**Cell area per tile**

The die is cut into 9 by 9 equal tiles; white is low, dark blue is high, 0 to 100% covered.
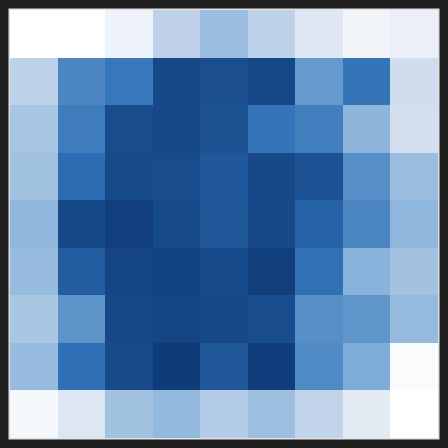
**Met4 routing**

Scale bar: 20 µm. Supply wires on this layer in gray.
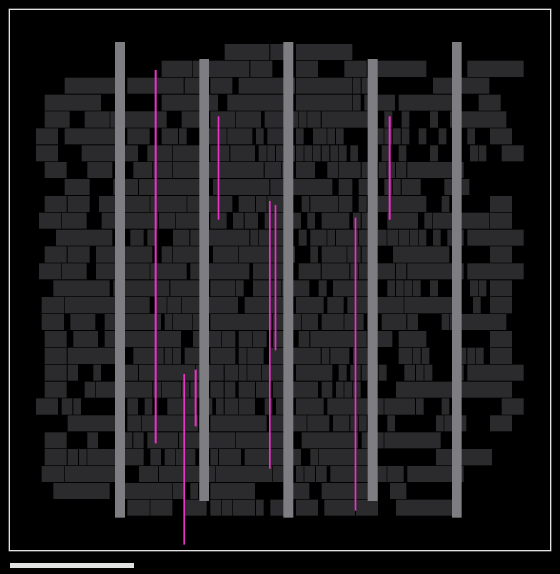
**Cell classes on the final placement**

Scale bar: 20 µm. Fill, decap, tap and diode cells in gray.
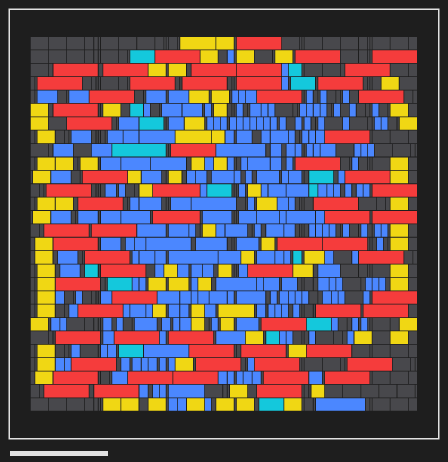
**M1 wires**

Supply wires on this layer in gray.
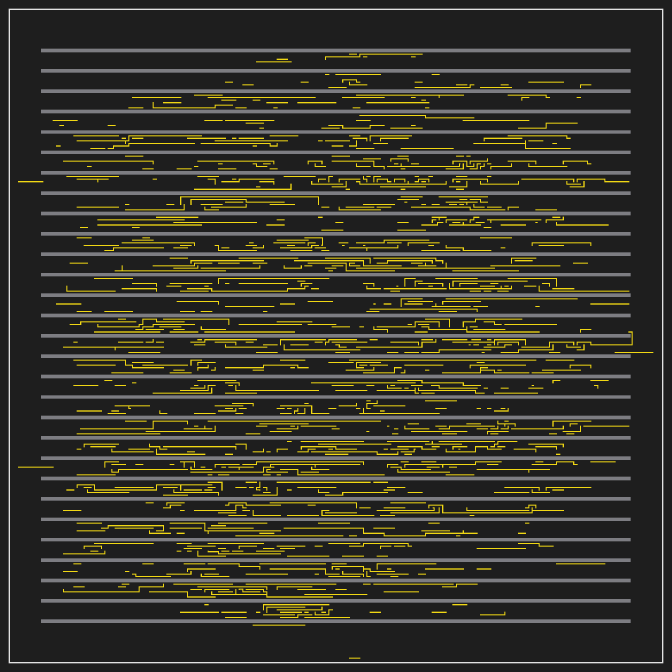
`src/rtl/cla_nibble_subtractor.sv`:
```
// Nibble-serial subtractor: D = A - B computed as A + ~B + 1, one 4-bit
// carry-lookahead slice per cycle, LSB nibble first, carry held in a register.

module cla4_slice (
    input  logic [3:0] a_i,
    input  logic [3:0] b_i,
    input  logic       c_i,
    output logic [3:0] s_o,
    output logic       c_o
);
    logic [3:0] g, p;
    logic [4:0] c;

    assign g = a_i & b_i;
    assign p = a_i ^ b_i;

    // Every carry is a flat sum-of-products of g/p/c0, no ripple.
    assign c[0] = c_i;
    assign c[1] = g[0] | (p[0] & c_i);
    assign c[2] = g[1] | (p[1] & g[0]) | (p[1] & p[0] & c_i);
    assign c[3] = g[2] | (p[2] & g[1]) | (p[2] & p[1] & g[0])
                | (p[2] & p[1] & p[0] & c_i);
    assign c[4] = g[3] | (p[3] & g[2]) | (p[3] & p[2] & g[1])
                | (p[3] & p[2] & p[1] & g[0]) | (p[3] & p[2] & p[1] & p[0] & c_i);

    assign s_o = p ^ c[3:0];
    assign c_o = c[4];
endmodule

module cla_nibble_subtractor #(
    parameter  int NIBBLES = 4,
    localparam int W       = 4 * NIBBLES,
    localparam int KW      = (NIBBLES > 1) ? $clog2(NIBBLES) : 1
) (
    input  logic         clk,
    input  logic         rst,
    input  logic         start,
    input  logic [W-1:0] A_in,
    input  logic [W-1:0] B_in,
    output logic         busy,
    output logic         done,
    output logic [W-1:0] D_out,
    output logic         Bout
);
    typedef enum logic {IDLE = 1'b0, CALC = 1'b1} state_t;

    localparam logic [KW-1:0] K_LAST = KW'(NIBBLES - 1);

    state_t        state_q, state_d;
    logic [W-1:0]  a_q, a_d, b_q, b_d, wk_q, wk_d, d_q, d_d;
    logic [KW-1:0] k_q, k_d;
    logic          cy_q, cy_d, bout_q, bout_d, done_q, done_d;

    logic [3:0]    sum;
    logic          c4;
    logic [W-1:0]  wk_upd;

    // b_q already holds ~B, so the slice is a plain adder here.
    cla4_slice u_slice (
        .a_i (a_q[k_q*4 +: 4]),
        .b_i (b_q[k_q*4 +: 4]),
        .c_i (cy_q),
        .s_o (sum),
        .c_o (c4)
    );

    always_comb begin
        wk_upd             = wk_q;
        wk_upd[k_q*4 +: 4] = sum;
    end

    always_comb begin
        state_d = state_q;
        a_d     = a_q;
        b_d     = b_q;
        wk_d    = wk_q;
        cy_d    = cy_q;
        k_d     = k_q;
        d_d     = d_q;
        bout_d  = bout_q;
        done_d  = 1'b0;
        case (state_q)
            IDLE: begin
                if (start) begin
                    a_d     = A_in;
                    b_d     = ~B_in;
                    cy_d    = 1'b1;
                    k_d     = '0;
                    state_d = CALC;
                end
            end
            CALC: begin
                wk_d = wk_upd;
                cy_d = c4;
                if (k_q == K_LAST) begin
                    d_d     = wk_upd;
                    bout_d  = ~c4;
                    done_d  = 1'b1;
                    state_d = IDLE;
                end else begin
                    k_d = k_q + 1'b1;
                end
            end
            default: state_d = IDLE;
        endcase
    end

    always_ff @(posedge clk or posedge rst) begin
        if (rst) begin
            state_q <= IDLE;
            a_q     <= '0;
            b_q     <= '0;
            wk_q    <= '0;
            cy_q    <= 1'b0;
            k_q     <= '0;
            d_q     <= '0;
            bout_q  <= 1'b0;
            done_q  <= 1'b0;
        end else begin
            state_q <= state_d;
            a_q     <= a_d;
            b_q     <= b_d;
            wk_q    <= wk_d;
            cy_q    <= cy_d;
            k_q     <= k_d;
            d_q     <= d_d;
            bout_q  <= bout_d;
            done_q  <= done_d;
        end
    end

    assign busy  = (state_q == CALC);
    assign done  = done_q;
    assign D_out = d_q;
    assign Bout  = bout_q;
endmodule
```
`config.mk`:
```
export PLATFORM = sky130hd
export DESIGN_NAME = cla_nibble_subtractor
export DESIGN_NICKNAME = d
export VERILOG_FILES = /design/src/rtl/cla_nibble_subtractor.sv
export SDC_FILE = /design/constraint.sdc
export NUM_CORES = 1
export LEC_CHECK = 0
export ABC_AREA = 1
export ABC_CLOCK_PERIOD_IN_PS = 2000
export CORE_MARGIN = 4
export CORE_UTILIZATION = 49
export CTS_BUF_LIST = sky130_fd_sc_hd__clkbuf_4 sky130_fd_sc_hd__clkbuf_8
export CTS_CLUSTER_DIAMETER = 80
export DETAILED_ROUTE_END_ITERATION = 10
export PLACE_DENSITY = 0.78
export RECOVER_POWER = 50
export SLEW_MARGIN = 0
export SYNTH_ARGS = -nofsm -noshare
export SYNTH_HDL_FRONTEND = slang
export SYNTH_SLANG_ARGS = --single-unit
```
`constraint.sdc`:
```
create_clock -name clk -period 2 [get_ports clk]
set_input_delay 0.4 -clock clk [delete_from_list [all_inputs] [get_ports clk]]
set_output_delay 0.4 -clock clk [all_outputs]
set_load 0.005 [all_outputs]
```
==> impl_metrics.tcl <==
# flow metrics
set metrics [dict create \
    design.portCount 54 \
    post-cts-setup-buffer-count 4 \
    power.internal_w 0.00535 \
    groute.usage.overall 0.203 \
    netlist_top_cells_count "nand2_1 (101), dfrtp_1 (66), o21ai_0 (45)" \
    clock-root-buffer "clkbuf_8" \
    clkLatencyLatePin_ns 0.35 \
    post-route-drc-count 0 \
    drv_cap 0 \
    clk_transition_reported_paths_ns 0.07 \
    overflow 0 \
    core_um2 5990 \
    post-route-min-period_ns 2.16 \
    setup-violations-final 28 \
    p_total_w 0.00928 \
    post-route-worst-setup-slack_ns -0.162 \
    run_status "finished, violations left" \
    violations_in_the_final_reports "negative setup slack" \
    antenna_found_initial 0 \
    tritoncts "built" \
    clock_sinks 66 \
    criticalPathCategory "register to register" \
    crit_path_start_kind "register" \
    regArea_um2 1650 \
    num_antenna_cells 0 \
    post-route-period-util 1.08 \
    layout_stage_area_growth_over_the_synthesis_result_pct 46.1 \
    cp_delay_by_family_top "simple AND/OR/NAND/NOR gates" \
    chip_area_um2 7570 \
    die_h_um 87.0 \
    switching_share 0.423 \
    groute.layer.met3.usage 0.0416 \
    detailedRoute.firstPassIterationCount 4 \
    lay_top_cells "nand2_1 (97), dfrtp_1 (64), clkdlybuf4s50_1 (52)" \
]
Notes on 'cell area per tile' above:
densest ninth of the die	center
nearly empty tiles	3.7%
tiles over 75% full	38%

Notes on 'met4 routing' above:
share of all routed wire	3.1%
longest straight run	59.8 µm
wire length on this layer	241 µm
main direction	vertical

Notes on 'cell classes on the final placement' above:
class	color	cells	share of their area
clock drivers and dummy loads	cyan	16	4.4%
flops	red	66	38%
combinational and other logic	blue	255	39%
other buffers and delay cells	yellow	81	18%

Notes on 'M1 wires' above:
main direction	horizontal
nets with wire on the layer	399

## power groups by stage
stage / clock, W / sequential [W] / combinational, W
after global placement: 0 / 0.00222 / 0.00337
final: 0.00111 / 0.00231 / 0.00586
after CTS: 0.00113 / 0.00224 / 0.00409
after floorplan: 0 / 0.00214 / 0.00234
after detailed placement: 0 / 0.00223 / 0.00349
after global routing: 0.00117 / 0.00238 / 0.00629
## cell type report
cell class | count | share of cell area
repair buffers | 81 | 0.179
multi-input cells | 232 | 0.364
clock inverters | 3 | 0.00896
clock buffers | 13 | 0.0344
inverters | 23 | 0.0224
flip-flops and latches | 66 | 0.370
well taps | 75 | 0.0210
## state kept, by name, indices dropped and copies added (netlist names)
name and count:
a_q 16, wk_q 12, done 1, k_q 2
Bout 1, cy_q 1, D_out 16, busy 1
b_q 16
## path summary, 6_finish.rpt
kind	start	endpoint	slack, ns	depth (start not counted)
worst max register to register	k_q[0]	D_out[7]	-0.16	14
worst min-delay path	D_out[0]	D_out[0]	0.47	2
worst max-delay path	k_q[0]	D_out[7]	-0.16	14
min in group asynchronous	rst	b_q[4]	0.83	3
max in group asynchronous	rst	k_q[1]	0.54	3
worst min register to register	D_out[0]	D_out[0]	0.47	2
## kinds of logic (layout without fill, tap and decap cells)
group / Yosys count / count (layout) / synth area share
AND/OR/NAND/NOR: 141 / 141 / 0.184
flip-flops: 66 / 66 / 0.540
AND-OR/OR-AND: 62 / 62 / 0.110
buffers and inverters: 38 / 120 / 0.0532
multiplexers: 16 / 16 / 0.0589
adder cells (fa/ha/maj): 11 / 11 / 0.0475
XOR/XNOR: 2 / 2 / 0.00573
## stage by stage
stage                     hold slack [ns]  std cells
after floorplan                     0.448        336
after global placement              0.461        464
after detailed placement            0.466        464
after CTS                           0.483        485
after global routing                0.503        493
final                               0.470        493
No activity file was given, so power comes from the tool's default toggle rates.
